==> images/m3.png <==
Scale bar: 50 µm.
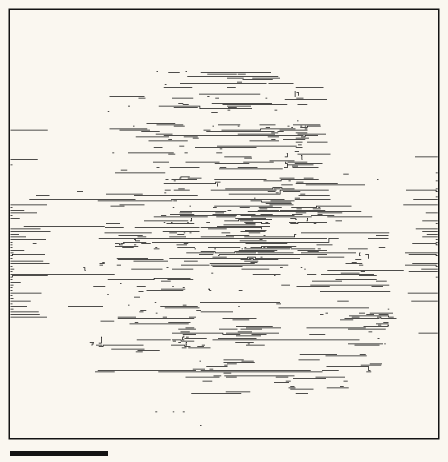
==> images/m2.png <==
Scale bar: 50 µm.
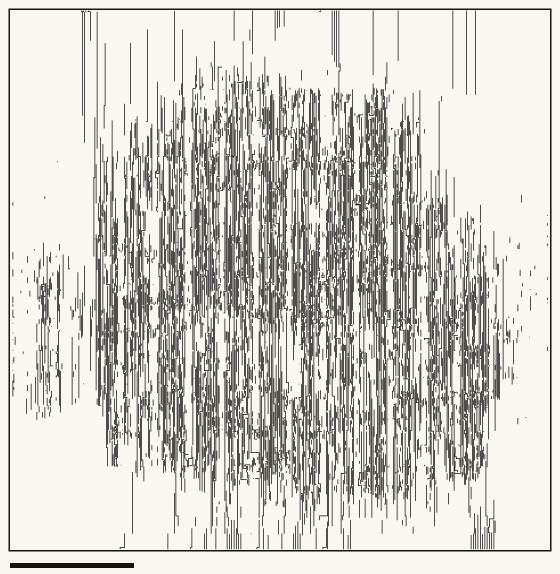
$ cat src/rtl/mc_control_alu_if.sv
// -----------------------------------------------------------------------------
// mc_control_alu_if
// Bundles the instruction fields, ALU operands and every control/ALU output of
// the multi-cycle controller into one interface.
//   master : datapath side -- drives opcode/funct3/funct7/alu_a/alu_b and
//            observes the ALU result, flags and control strobes.
//   slave  : controller side (mc_control_alu) -- the reverse directions.
// Signals:
//   opcode[6:0], funct3[2:0], funct7[6:0]  instruction fields
//   alu_a[31:0], alu_b[31:0]               externally muxed ALU operands
//   alu_result[31:0], zero, carryout, negative, overflow  ALU outputs
//   pc_write, ir_write, mem_read, mem_write, reg_write    datapath strobes
//   a_write, b_write, aluout_write, mdr_write              register enables
//   alu_src_a, alu_src_b[1:0], pc_src[1:0], result_src[1:0] mux selects
// -----------------------------------------------------------------------------
interface mc_control_alu_if;
  logic [6:0]  opcode;
  logic [2:0]  funct3;
  logic [6:0]  funct7;
  logic [31:0] alu_a;
  logic [31:0] alu_b;

  logic [31:0] alu_result;
  logic        zero;
  logic        carryout;
  logic        negative;
  logic        overflow;

  logic        pc_write;
  logic        ir_write;
  logic        mem_read;
  logic        mem_write;
  logic        reg_write;
  logic        a_write;
  logic        b_write;
  logic        aluout_write;
  logic        mdr_write;
  logic        alu_src_a;
  logic [1:0]  alu_src_b;
  logic [1:0]  pc_src;
  logic [1:0]  result_src;

  modport master (
    output opcode, funct3, funct7, alu_a, alu_b,
    input  alu_result, zero, carryout, negative, overflow,
    input  pc_write, ir_write, mem_read, mem_write, reg_write,
    input  a_write, b_write, aluout_write, mdr_write,
    input  alu_src_a, alu_src_b, pc_src, result_src
  );

  modport slave (
    input  opcode, funct3, funct7, alu_a, alu_b,
    output alu_result, zero, carryout, negative, overflow,
    output pc_write, ir_write, mem_read, mem_write, reg_write,
    output a_write, b_write, aluout_write, mdr_write,
    output alu_src_a, alu_src_b, pc_src, result_src
  );
endinterface

$ cat src/rtl/mc_control_alu.sv
// -----------------------------------------------------------------------------
// mc_control_alu
// Multi-cycle RISC-V style controller plus its combinational ALU.
// A Moore FSM sequences FETCH/DECODE/execute/writeback steps and drives the
// datapath strobes and mux selects; the ALU decodes funct3/funct7 for R- and
// I-type instructions and computes result and flags.
// Ports:
//   clk  : sole clock, rising edge
//   rst  : asynchronous, active-high reset (forces FETCH)
//   bus  : mc_control_alu_if.slave -- instruction fields and operands in,
//          ALU result/flags and all control outputs out
// -----------------------------------------------------------------------------
module mc_control_alu (
  input  logic                 clk,
  input  logic                 rst,
  mc_control_alu_if.slave      bus
);

  localparam logic [6:0] OP_LOAD   = 7'b0000011;
  localparam logic [6:0] OP_STORE  = 7'b0100011;
  localparam logic [6:0] OP_RTYPE  = 7'b0110011;
  localparam logic [6:0] OP_ITYPE  = 7'b0010011;
  localparam logic [6:0] OP_BRANCH = 7'b1100011;
  localparam logic [6:0] OP_JAL    = 7'b1101111;

  typedef enum logic [3:0] {
    S_FETCH, S_DECODE, S_MEMADR, S_MEMREAD, S_MEMWB, S_MEMWRITE,
    S_EXEC_R, S_EXEC_I, S_ALUWB, S_BRANCH, S_JAL
  } state_t;

  typedef enum logic [3:0] {
    ALU_ADD, ALU_SUB, ALU_SLL, ALU_SLT, ALU_SLTU,
    ALU_XOR, ALU_SRL, ALU_SRA, ALU_OR, ALU_AND
  } alu_ctl_t;

  state_t      state_q, state_d;

  // Moore control decode
  logic [1:0]  alu_op;
  logic        pc_write_moore;
  logic        ir_write_c, mem_read_c, mem_write_c, reg_write_c;
  logic        a_write_c, b_write_c, aluout_write_c, mdr_write_c;
  logic        alu_src_a_c;
  logic [1:0]  alu_src_b_c, pc_src_c, result_src_c;

  // ALU
  alu_ctl_t    alu_ctl;
  logic [31:0] alu_res;
  logic        alu_carry, alu_ovf, alu_zero;
  logic [32:0] sum_w, diff_w;
  logic [4:0]  shamt;

  // ---------------------------------------------------------------------------
  // State register
  // ---------------------------------------------------------------------------
  always_ff @(posedge clk or posedge rst) begin
    if (rst) begin
      state_q <= S_FETCH;
    end else begin
      state_q <= state_d;
    end
  end

  // ---------------------------------------------------------------------------
  // Next state and Moore outputs
  // ---------------------------------------------------------------------------
  always_comb begin
    state_d        = state_q;
    alu_op         = 2'b00;
    pc_write_moore = 1'b0;
    ir_write_c     = 1'b0;
    mem_read_c     = 1'b0;
    mem_write_c    = 1'b0;
    reg_write_c    = 1'b0;
    a_write_c      = 1'b0;
    b_write_c      = 1'b0;
    aluout_write_c = 1'b0;
    mdr_write_c    = 1'b0;
    alu_src_a_c    = 1'b0;
    alu_src_b_c    = 2'b00;
    pc_src_c       = 2'b10;
    result_src_c   = 2'b00;

    unique case (state_q)
      S_FETCH: begin
        ir_write_c     = 1'b1;
        pc_write_moore = 1'b1;
        alu_src_b_c    = 2'b01;
        pc_src_c       = 2'b00;
        state_d        = S_DECODE;
      end
      S_DECODE: begin
        // PC has already been incremented, so ALUOut holds the branch/jump target.
        a_write_c      = 1'b1;
        b_write_c      = 1'b1;
        aluout_write_c = 1'b1;
        alu_src_b_c    = 2'b10;
        case (bus.opcode)
          OP_LOAD, OP_STORE: state_d = S_MEMADR;
          OP_RTYPE:          state_d = S_EXEC_R;
          OP_ITYPE:          state_d = S_EXEC_I;
          OP_BRANCH:         state_d = S_BRANCH;
          OP_JAL:            state_d = S_JAL;
          default:           state_d = S_FETCH;
        endcase
      end
      S_MEMADR: begin
        alu_src_a_c    = 1'b1;
        alu_src_b_c    = 2'b10;
        aluout_write_c = 1'b1;
        state_d        = (bus.opcode == OP_STORE) ? S_MEMWRITE : S_MEMREAD;
      end
      S_MEMREAD: begin
        mem_read_c  = 1'b1;
        mdr_write_c = 1'b1;
        state_d     = S_MEMWB;
      end
      S_MEMWB: begin
        reg_write_c  = 1'b1;
        result_src_c = 2'b01;
        state_d      = S_FETCH;
      end
      S_MEMWRITE: begin
        mem_write_c = 1'b1;
        state_d     = S_FETCH;
      end
      S_EXEC_R: begin
        alu_src_a_c    = 1'b1;
        alu_src_b_c    = 2'b00;
        alu_op         = 2'b10;
        aluout_write_c = 1'b1;
        state_d        = S_ALUWB;
      end
      S_EXEC_I: begin
        alu_src_a_c    = 1'b1;
        alu_src_b_c    = 2'b10;
        alu_op         = 2'b11;
        aluout_write_c = 1'b1;
        state_d        = S_ALUWB;
      end
      S_ALUWB: begin
        reg_write_c  = 1'b1;
        result_src_c = 2'b00;
        state_d      = S_FETCH;
      end
      S_BRANCH: begin
        // pc_write is added outside this block from the ALU zero flag.
        alu_src_a_c = 1'b1;
        alu_src_b_c = 2'b00;
        alu_op      = 2'b01;
        pc_src_c    = 2'b01;
        state_d     = S_FETCH;
      end
      S_JAL: begin
        reg_write_c    = 1'b1;
        result_src_c   = 2'b10;
        pc_write_moore = 1'b1;
        pc_src_c       = 2'b01;
        state_d        = S_FETCH;
      end
      default: begin
        state_d = S_FETCH;
      end
    endcase
  end

  // ---------------------------------------------------------------------------
  // ALU control decode
  // ---------------------------------------------------------------------------
  always_comb begin
    alu_ctl = ALU_ADD;
    case (alu_op)
      2'b00: alu_ctl = ALU_ADD;
      2'b01: alu_ctl = ALU_SUB;
      default: begin
        case (bus.funct3)
          // funct7[5] on funct3=000 is only meaningful for R-type; for I-type
          // those bits are immediate data.
          3'b000: alu_ctl = (alu_op == 2'b10 && bus.funct7[5]) ? ALU_SUB : ALU_ADD;
          3'b001: alu_ctl = ALU_SLL;
          3'b010: alu_ctl = ALU_SLT;
          3'b011: alu_ctl = ALU_SLTU;
          3'b100: alu_ctl = ALU_XOR;
          3'b101: alu_ctl = bus.funct7[5] ? ALU_SRA : ALU_SRL;
          3'b110: alu_ctl = ALU_OR;
          default: alu_ctl = ALU_AND;
        endcase
      end
    endcase
  end

  // ---------------------------------------------------------------------------
  // ALU datapath
  // ---------------------------------------------------------------------------
  assign sum_w  = {1'b0, bus.alu_a} + {1'b0, bus.alu_b};
  assign diff_w = {1'b0, bus.alu_a} - {1'b0, bus.alu_b};
  assign shamt  = bus.alu_b[4:0];

  always_comb begin
    alu_res   = 32'd0;
    alu_carry = 1'b0;
    alu_ovf   = 1'b0;
    unique case (alu_ctl)
      ALU_ADD: begin
        alu_res   = sum_w[31:0];
        alu_carry = sum_w[32];
        alu_ovf   = (bus.alu_a[31] == bus.alu_b[31]) && (sum_w[31] != bus.alu_a[31]);
      end
      ALU_SUB: begin
        alu_res   = diff_w[31:0];
        // Bit 32 of the 33-bit difference is the borrow; carry is its inverse.
        alu_carry = ~diff_w[32];
        alu_ovf   = (bus.alu_a[31] != bus.alu_b[31]) && (diff_w[31] != bus.alu_a[31]);
      end
      ALU_SLL:  alu_res = bus.alu_a << shamt;
      ALU_SLT:  alu_res = {31'd0, ($signed(bus.alu_a) < $signed(bus.alu_b))};
      ALU_SLTU: alu_res = {31'd0, (bus.alu_a < bus.alu_b)};
      ALU_XOR:  alu_res = bus.alu_a ^ bus.alu_b;
      ALU_SRL:  alu_res = bus.alu_a >> shamt;
      ALU_SRA:  alu_res = $unsigned($signed(bus.alu_a) >>> shamt);
      ALU_OR:   alu_res = bus.alu_a | bus.alu_b;
      ALU_AND:  alu_res = bus.alu_a & bus.alu_b;
      default:  alu_res = 32'd0;
    endcase
  end

  assign alu_zero = (alu_res == 32'd0);

  // ---------------------------------------------------------------------------
  // Outputs
  // ---------------------------------------------------------------------------
  assign bus.alu_result   = alu_res;
  assign bus.zero         = alu_zero;
  assign bus.carryout     = alu_carry;
  assign bus.negative     = alu_res[31];
  assign bus.overflow     = alu_ovf;

  // BEQ: the only non-Moore output, taken when the SUB in BRANCH yields zero.
  assign bus.pc_write     = pc_write_moore | ((state_q == S_BRANCH) && alu_zero);
  assign bus.ir_write     = ir_write_c;
  assign bus.mem_read     = mem_read_c;
  assign bus.mem_write    = mem_write_c;
  assign bus.reg_write    = reg_write_c;
  assign bus.a_write      = a_write_c;
  assign bus.b_write      = b_write_c;
  assign bus.aluout_write = aluout_write_c;
  assign bus.mdr_write    = mdr_write_c;
  assign bus.alu_src_a    = alu_src_a_c;
  assign bus.alu_src_b    = alu_src_b_c;
  assign bus.pc_src       = pc_src_c;
  assign bus.result_src   = result_src_c;

endmodule

$ cat src/flat_wrapper.sv
// flat-port wrapper written by rule: the top's interface ports become plain ports
module mc_control_alu_flat 
  (clk, rst, bus_opcode, bus_funct3, bus_funct7, bus_alu_a, bus_alu_b, bus_alu_result, bus_zero, bus_carryout, bus_negative, bus_overflow, bus_pc_write, bus_ir_write, bus_mem_read, bus_mem_write, bus_reg_write, bus_a_write, bus_b_write, bus_aluout_write, bus_mdr_write, bus_alu_src_a, bus_alu_src_b, bus_pc_src, bus_result_src);
  mc_control_alu_if bus_i ();
  input  logic clk;
  input  logic rst;
  input wire logic [$bits(bus_i.opcode)-1:0] bus_opcode;
  input wire logic [$bits(bus_i.funct3)-1:0] bus_funct3;
  input wire logic [$bits(bus_i.funct7)-1:0] bus_funct7;
  input wire logic [$bits(bus_i.alu_a)-1:0] bus_alu_a;
  input wire logic [$bits(bus_i.alu_b)-1:0] bus_alu_b;
  output wire logic [$bits(bus_i.alu_result)-1:0] bus_alu_result;
  output wire logic [$bits(bus_i.zero)-1:0] bus_zero;
  output wire logic [$bits(bus_i.carryout)-1:0] bus_carryout;
  output wire logic [$bits(bus_i.negative)-1:0] bus_negative;
  output wire logic [$bits(bus_i.overflow)-1:0] bus_overflow;
  output wire logic [$bits(bus_i.pc_write)-1:0] bus_pc_write;
  output wire logic [$bits(bus_i.ir_write)-1:0] bus_ir_write;
  output wire logic [$bits(bus_i.mem_read)-1:0] bus_mem_read;
  output wire logic [$bits(bus_i.mem_write)-1:0] bus_mem_write;
  output wire logic [$bits(bus_i.reg_write)-1:0] bus_reg_write;
  output wire logic [$bits(bus_i.a_write)-1:0] bus_a_write;
  output wire logic [$bits(bus_i.b_write)-1:0] bus_b_write;
  output wire logic [$bits(bus_i.aluout_write)-1:0] bus_aluout_write;
  output wire logic [$bits(bus_i.mdr_write)-1:0] bus_mdr_write;
  output wire logic [$bits(bus_i.alu_src_a)-1:0] bus_alu_src_a;
  output wire logic [$bits(bus_i.alu_src_b)-1:0] bus_alu_src_b;
  output wire logic [$bits(bus_i.pc_src)-1:0] bus_pc_src;
  output wire logic [$bits(bus_i.result_src)-1:0] bus_result_src;
  assign bus_i.opcode = bus_opcode;
  assign bus_i.funct3 = bus_funct3;
  assign bus_i.funct7 = bus_funct7;
  assign bus_i.alu_a = bus_alu_a;
  assign bus_i.alu_b = bus_alu_b;
  assign bus_alu_result = bus_i.alu_result;
  assign bus_zero = bus_i.zero;
  assign bus_carryout = bus_i.carryout;
  assign bus_negative = bus_i.negative;
  assign bus_overflow = bus_i.overflow;
  assign bus_pc_write = bus_i.pc_write;
  assign bus_ir_write = bus_i.ir_write;
  assign bus_mem_read = bus_i.mem_read;
  assign bus_mem_write = bus_i.mem_write;
  assign bus_reg_write = bus_i.reg_write;
  assign bus_a_write = bus_i.a_write;
  assign bus_b_write = bus_i.b_write;
  assign bus_aluout_write = bus_i.aluout_write;
  assign bus_mdr_write = bus_i.mdr_write;
  assign bus_alu_src_a = bus_i.alu_src_a;
  assign bus_alu_src_b = bus_i.alu_src_b;
  assign bus_pc_src = bus_i.pc_src;
  assign bus_result_src = bus_i.result_src;
  mc_control_alu u_core (.clk(clk), .rst(rst), .bus(bus_i));
endmodule
$ cat config.mk
export PLATFORM = sky130hd
export DESIGN_NAME = mc_control_alu_flat
export DESIGN_NICKNAME = d
export VERILOG_FILES = /design/src/rtl/mc_control_alu_if.sv /design/src/rtl/mc_control_alu.sv /design/src/flat_wrapper.sv
export SDC_FILE = /design/constraint.sdc
export NUM_CORES = 1
export LEC_CHECK = 0
export CAP_MARGIN = 0
export CORE_MARGIN = 4
export CORE_UTILIZATION = 25
export DETAILED_ROUTE_END_ITERATION = 6
export GPL_ROUTABILITY_DRIVEN = 0
export HOLD_SLACK_MARGIN = 0.02
export PLACE_DENSITY_LB_ADDON = 0.15
export SKIP_LAST_GASP = 1
export SYNTH_ARGS = -nofsm -noshare
export SYNTH_HDL_FRONTEND = slang
export SYNTH_SLANG_ARGS = --single-unit
$ cat constraint.sdc
create_clock -name clk -period 9.32 [get_ports clk]
set_input_delay 1.864 -clock clk [delete_from_list [all_inputs] [get_ports clk]]
set_output_delay 1.864 -clock clk [all_outputs]
set_load 0.03 [all_outputs]
==> run summary <==
CP cell instances - clkdlybuf4s50_1 -> nand2b_1 -> a221o_1 -> a21oi_2 -> nor2_1 -> o21ai_0 -> buf_4 -> nand3_1 -> or4_1 -> nor4_1 -> buf_4 -> nand4bb_1 -> nor4_1 -> buf_4 -> and3_1 -> buf_4 -> a211o_1 -> buf_4
Metal-1 WL - 26,880 µm
Hold Startpoint - u_core.state_q[3]
Seq Cell Count - 4
First-pass GRT wire length - 93,590 µm
Hold path depth - 1
Cells after DPL - 2,333
Simple-Gate Area Share - 24.87%
Leading cell kind - combinational gates
Post-layout min period - 8920 ps
Worst relative slew slack - 15.41%
Buffers added on ports - 128
Ratio of cells with drive above 1 in the final layout - 12.28%
CTS Root Cell - clkbuf_16
Synthesized area - 11,010 µm²
Layout clock area frac - 0.5569%
Flop share of the area - 0.7426%
Setup CP Type - primary input to output port
Max VDD drop - 0.1156 mV
GRT met3 Usage - 4.877%
Setup crit start kind - primary input
Met2 usage - 40.56%
Avg Inst Size Synth - 6.691 µm²
Worst Path Buf+Inv - 6
YS warnings - 0
Ant diodes - 2
Placed Area - 13,400 µm²
Clock buffers - 3
Worst-path clk slew - 30 ps
Non-clock buffer share - 16.75%
Synth logic family - AND-OR/OR-AND gates
Biggest register - u_core.state_q
Crit path capture - bus_pc_write
CTS Hold Buffers Added - 0
CTS Buffer Depth - 2
CTS resizes - 0
# Cells Yosys - 1,646
Dominant cell area share - 11.02%
Gr busiest metal - met2
Fin crit share - 95.71%
Tap cells - 585
Mux share - 15.27%
Ys flops - 4
Max reg flops - 4
MaxCap Viol Count - 0
Top cells by area - ha_1, mux4_2, a21oi_1
Final WL - 65,470 µm
Max stage delay on crit path - 670 ps
Metal3 WL - 6364 µm
CTS Buf Count - 3
Fin util - 31.15%
Reg2Reg Capture Point - u_core.state_q[0]
Synth Flop Type - dfrtp_1
Tot GR Track Use - 25.84%
Crit Path Max Fanout - 14
Metal2 WL - 28,660 µm
Starting Density - 25.45%
Fillers - 4,779
Buffer count from post-CTS setup fixing - 0
CP required - 7460 ps
Delay-heaviest family, CP - simple AND/OR/NAND/NOR gates
TritonCTS clock tree - built
Fmax - 112.1 MHz
H-tree Lvls - 1
Total grt overflow - 0
Tot Pwr - 1.143 mW
Setup TNS - 0 ps
Logic cell area - 9942 µm²
Slew Viols, Final - 0
Layout area overhead - 22.39%
Post-synth seq share - 0.9089%
Hold_ws - 828.8 ps
Reg2Reg Depth - 4
Reg area - 100.1 µm²
Status - finished clean
Post-synth EDFFs - 0
Buffers excl. clock - 243
Cells after Synth - 1,646
Layout net count - 1,935
Chip footprint - 47,470 µm²
Critical path's slowest cell - clkdlybuf4s50_1
Pleak - 5.374 nW
Die W - 217.9 µm
YS chip area - 11,010 µm²
Setup ws final - 400.1 ps
Syn_nets - 1,828
Hold Fails Final Rpt - 0
R2R Setup Slk - 7590 ps
Iteration-0 DRC Markers - 2,081
Slew @ Worst Pin - 1264 ps
CP endpoint kind - output port
Critical Path Most Common Cell - buf_4
RSZ-0062 raised after global routing - no
WHS Endpoint - u_core.state_q[2]
Unique cell types - 85
Yosys aoi share - 36.26%
Rows - 76
Cell area after layout - 13,480 µm²
Final setup violation count - 0
Most frequent logic cell in the layout - nand2_1
DR top layer - met5
Antenna violations before repair - 1
Pwr Density - 84.79 nW/µm²
Vias in the first global route - 13,540
Dominant logic cell types in the final layout - nand2_1, nor2_1, a21oi_1
## Picture notes: m3.png
The longest straight run is 116 µm. 374 nets have wire on it. The wires run mostly horizontal.

## Picture notes: m2.png
The layer carries 28.7 mm of wire. The wires run mostly vertical.

## Yosys cell counts (20+ instances only)
library cell and number:
nand2_1 170, nor2_1 161, a21oi_1 128, o21ai_0 100, ha_1 97, inv_1 94
clkbuf_1 85, mux2i_1 60, nand3_1 46, nor3_1 38, o211ai_1 37, mux4_2 36
buf_2 33, o22ai_1 28, nand2b_1 26, xnor2_1 26, a211oi_1 25, mux2_2 24
o31ai_1 24, nand4_1 20
## report_power, final
group | leakage [nW] | total (mW) | internal (mW) | switching (mW)
Combinational | 5.28 | 1.04 | 0.396 | 0.646
Sequential | 0.0534 | 0.0327 | 0.0204 | 0.0123
Clock | 0.0370 | 0.0679 | 0.0549 | 0.0130
Total | 5.37 | 1.14 | 0.472 | 0.671
No activity file was given, so power comes from the tool's default toggle rates.
